run_1/route_heat.png
The die is cut into 14 by 14 equal tiles; black is low, pale yellow is high, scaled to the fullest tile. Values are wire area over tile area, all layers added.
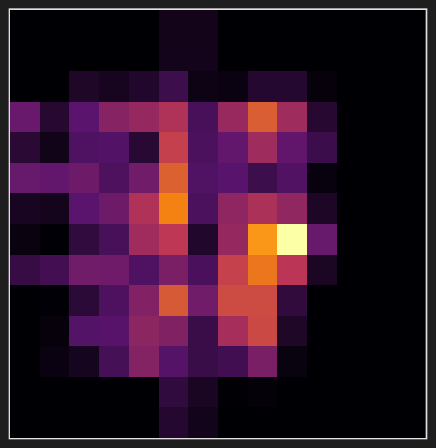
run_1/m1.png
Supply wires on this layer in gray.
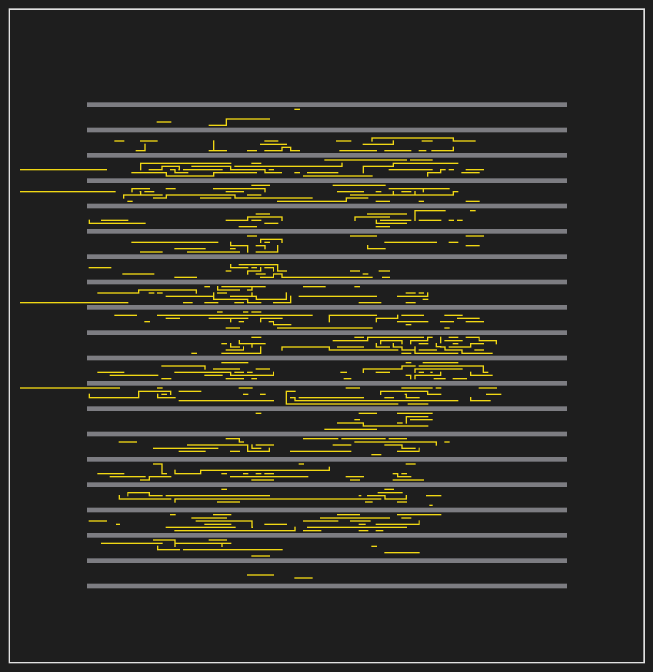
run_1/class_map.png
Scale bar: 20 µm. Fill, decap, tap and diode cells in gray.
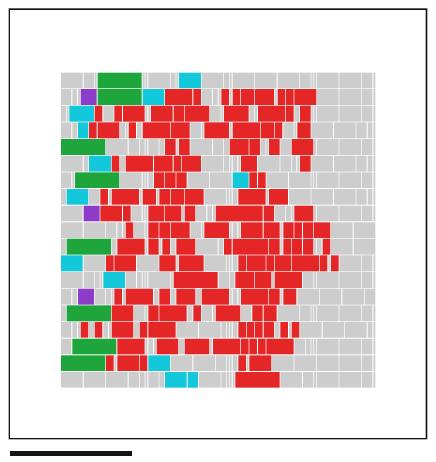
run_1/layers.png
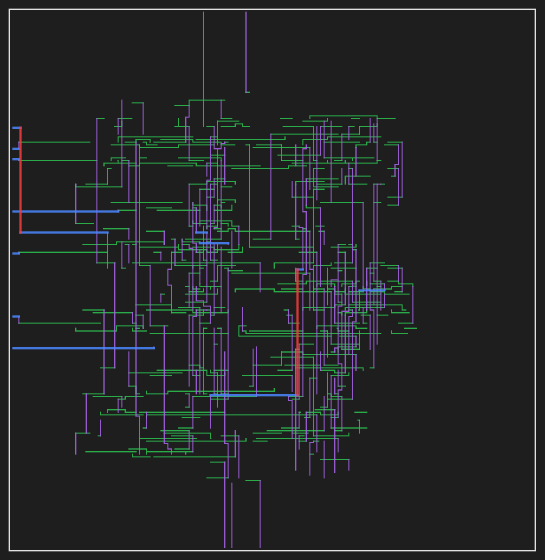
<file path="config.mk">
export PLATFORM = sky130hd
export DESIGN_NAME = counter
export DESIGN_NICKNAME = d
export VERILOG_FILES = /design/src/rtl/counter_pkg.sv /design/src/rtl/counter_step.sv /design/src/rtl/counter.sv
export SDC_FILE = /design/constraint.sdc
export NUM_CORES = 1
export LEC_CHECK = 0
export ABC_AREA = 0
export CORE_AREA = 8 8 60 62
export CTS_CLUSTER_SIZE = 20
export DETAILED_ROUTE_END_ITERATION = 10
export DIE_AREA = 0 0 68 70
export GPL_TIMING_DRIVEN = 0
export SYNTH_ARGS = -nofsm -noshare
export SYNTH_HDL_FRONTEND = slang
export SYNTH_HIERARCHICAL = 1
export SYNTH_SLANG_ARGS = --single-unit
</file>
<file path="constraint.sdc">
create_clock -name clk -period 4.4 [get_ports clk]
set_input_delay 0.88 -clock clk [delete_from_list [all_inputs] [get_ports clk]]
set_output_delay 0.88 -clock clk [all_outputs]
set_load 0.03 [all_outputs]
</file>
<file path="src/rtl/counter_pkg.sv">
// Shared helpers for the counter: parameter legality and minimum-width computation.
// Optional feature macro used by this slice: COUNTER_SATURATE_EN.
package counter_pkg;

    // Smallest bit width able to represent max_value (at least 1).
    function automatic int min_width(input longint max_value);
        for (int i = 1; i < 63; i++) begin
            if ((64'sd1 <<< i) > max_value) begin
                return i;
            end
        end
        return 63;
    endfunction

    function automatic bit params_legal(
        input longint width,
        input longint reset_value,
        input longint increment,
        input longint max_value
    );
        return (width >= 1) &&
               (max_value >= 0) &&
               (increment >= 1) && (increment <= max_value) &&
               (reset_value >= 0) && (reset_value <= max_value) &&
               (min_width(max_value) <= width);
    endfunction

endpackage

</file>
<file path="src/rtl/counter_step.sv">
// Combinational next-count and carry for one enabled counter step.
// COUNTER_SATURATE_EN selects clamping at max_value instead of modulo wrap.
module counter_step
    import counter_pkg::*;
#(
    parameter int width = 8
) (
    input  logic [width-1:0] count,
    input  logic [width-1:0] increment,
    input  logic [width-1:0] max_value,
    output logic [width-1:0] next,
    output logic             carry
);

    // One extra bit so count + increment can never overflow before the compare.
    logic [width:0] sum;
    logic [width:0] limit;

    always_comb begin
        sum   = {1'b0, count} + {1'b0, increment};
        limit = {1'b0, max_value};
        next  = sum[width-1:0];
        carry = 1'b0;
        if (sum > limit) begin
            carry = 1'b1;
`ifdef COUNTER_SATURATE_EN
            next  = max_value;
`else
            next  = width'(sum - (limit + (width+1)'(1)));
`endif
        end
    end

endmodule

</file>
<file path="src/rtl/counter.sv">
// Parameterised up-counter: register and reset around counter_step.
// Define COUNTER_SATURATE_EN to clamp at max_value instead of wrapping.
module counter
    import counter_pkg::*;
#(
    parameter int width       = 8,
    parameter int reset_value = 0,
    parameter int increment   = 1,
    parameter int max_value   = 2**width - 1
) (
    input  logic             clk,
    input  logic             reset,
    input  logic             enable,
    output logic [width-1:0] count,
    output logic             carry
);

    if (!params_legal(width, reset_value, increment, max_value)) begin : g_param_check
        $fatal(1, "counter: illegal parameters width=%0d reset_value=%0d increment=%0d max_value=%0d",
               width, reset_value, increment, max_value);
    end

    localparam logic [width-1:0] RESET_W = width'(reset_value);
    localparam logic [width-1:0] INC_W   = width'(increment);
    localparam logic [width-1:0] MAX_W   = width'(max_value);

    logic [width-1:0] step_next;
    logic             step_carry;

    counter_step #(
        .width(width)
    ) u_step (
        .count    (count),
        .increment(INC_W),
        .max_value(MAX_W),
        .next     (step_next),
        .carry    (step_carry)
    );

    always_ff @(posedge clk) begin
        if (reset) begin
            count <= RESET_W;
        end else if (enable) begin
            count <= step_next;
        end
    end

    // Carry only qualifies a step that will actually be taken this cycle.
    assign carry = enable & ~reset & step_carry;

endmodule

</file>
==> changes_impl.md, run 1 <==
## Implementation

- Arrival time worst endpoint: 3.20 ns
- Layout clock buffer count: 3
- Core area: 2660 µm²
- Count of filler cells inserted in the layout: 273
- Dpl ws: -0.266 ns
- Synth Instances: ~130
- Status: finished clean
- All-Layer GR Usage: 10.1%
- Setup-violating endpoint count in the final report: 0
- Flop count: 8
- TritonCTS buffer count: 3
- Largest area contributor in the synthesized netlist: sky130_fd_sc_hd__ha_1
- CP max FO: 7
- Tool warning count: 27
- Buffers on Ports: 9
- Die Outline Area: 4760 µm²
- Setup slack on the worst flop-to-flop path: 0.98 ns
- Area fraction in full adders, half adders and majority gates: roughly 22%
- Yosys warning count: 6
- Uppermost layer routed: met4
- GP Congestion: between 0.8 and 0.9
- Combinational gate area: 980 µm²
- Worst hold path type: reg -> reg
- Xor-xnor portion of the synthesized cell area: 7.73%
- Most common cell after layout, fill and taps aside: sky130_fd_sc_hd__conb_1
- Die Ht: 70 µm
- Number of non-clock inverters: 12
- CP dominant cell by count: sky130_fd_sc_hd__ha_1
About route_heat.png:
nearly empty tiles	46%
densest ninth of the die	middle
emptiest ninth of the die	bottom right
mean over tiles	0.076
fullest tile	0.53

About m1.png:
nets with wire on the layer	176
share of all routed wire	48%

About class_map.png:
color	class	cells
cyan	remaining buffers and delay cells	12
green	registers	8
purple	clock-net drivers	3
red	remaining logic cells	140
final non-filler cell area: 1360 µm²
number of placement rows: 19

About layers.png:
color	layer	wire length
blue	M3	66.9 µm
red	M4	29.9 µm
purple	M2	1120 µm
green	M1	1110 µm
WL/cell: 12.0 µm
via count: 957
aggregate routed wire length: 2.33 mm

==> run 2: changes to the inputs <==
Settings changed: CAP_MARGIN set to 10.
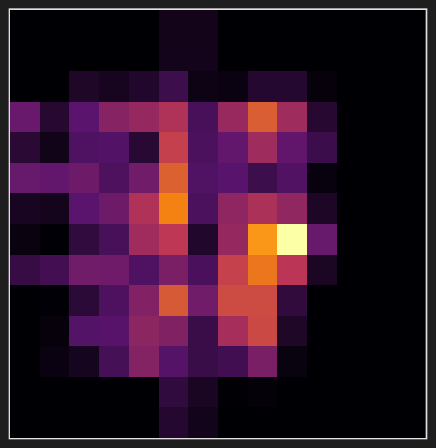
run_2/route_heat.png
The die is cut into 14 by 14 equal tiles; black is low, pale yellow is high, scaled to the fullest tile. Values are wire area over tile area, all layers added.
nearly empty tiles	46%
emptiest ninth of the die	bottom right
mean over tiles	0.076
All-Layer GR Usage: 10.1%

==> changes_impl.md, run 2 <==
## Implementation

- Status: finished clean (unchanged)
- Final non-filler cell area: 1360 µm² (unchanged)
- Arrival time worst endpoint: 3.20 ns (about the same)
- Area fraction in full adders, half adders and majority gates: 22.3% (unchanged)
- Xor-xnor portion of the synthesized cell area: 7.73% (unchanged)
- Dpl ws: -0.266 ns (unchanged)
- Number of placement rows: 19 (unchanged)
- Metal1 wirelength: 1.11 mm (unchanged)
- Pre-Place Util: 42.5% (unchanged)
- Die Outline Area: 4760 µm² (unchanged)
- Comb gates: 128 (unchanged)
- CP dominant cell by count: sky130_fd_sc_hd__ha_1 (unchanged)
- TritonCTS buffer count: 3 (unchanged)
- Critical register-to-register path endpoint: count[6] (unchanged)
- Via count: 957 (unchanged)
- Layout clock buffer count: 3 (unchanged)
- Commonest cells after routing, fill and taps aside: sky130_fd_sc_hd__conb_1 (19), sky130_fd_sc_hd__ha_1 (17), sky130_fd_sc_hd__inv_1 (12) (unchanged)
- Synth Instances: 133 (unchanged)
- Yosys warning count: 6 (unchanged)
- Buffers on Ports: 9 (unchanged)
- Flop count: 8 (unchanged)
- Worst hold path type: reg -> reg (unchanged)
- Tool warning count: 27 (unchanged)
- CP Data Required Time: 3.52 ns (about the same)
- Time the final worst path needs with I/O delays and setup: 4.08 ns (unchanged)
- Largest area contributor in the synthesized netlist: sky130_fd_sc_hd__ha_1 (unchanged)
- Combinational gate area: 980 µm² (unchanged)
- Count of filler cells inserted in the layout: 273 (unchanged)
- Hold Path End: count[5] (unchanged)
- Number of non-clock inverters: 12 (unchanged)
- Aggregate routed wire length: 2.33 mm (unchanged)
- Setup-violating endpoint count in the final report: 0 (unchanged)
- WL/cell: 12.0 µm (unchanged)
- CP max FO: 7 (unchanged)
- Buffers outside the clock class: 12 (unchanged)
- Sequential cell area fraction in the yosys report: 14.1% (unchanged)
- Vias in the first global route: 967 (unchanged)
- Most common cell after layout, fill and taps aside: sky130_fd_sc_hd__conb_1 (unchanged)
- Core area: 2660 µm² (unchanged)
- GP Congestion: 0.867 (unchanged)
- Register with the most flip-flops: count (unchanged)
- Count of boundary I/O pins: 12 (unchanged)
- Setup slack on the worst flop-to-flop path: 0.98 ns (about the same)
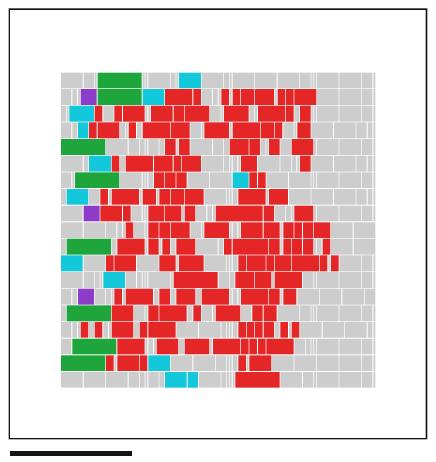
run_2/class_map.png
Scale bar: 20 µm. Fill, decap, tap and diode cells in gray.
color	class	cells
cyan	remaining buffers and delay cells	12
red	remaining logic cells	140
green	registers	8
purple	clock-net drivers	3

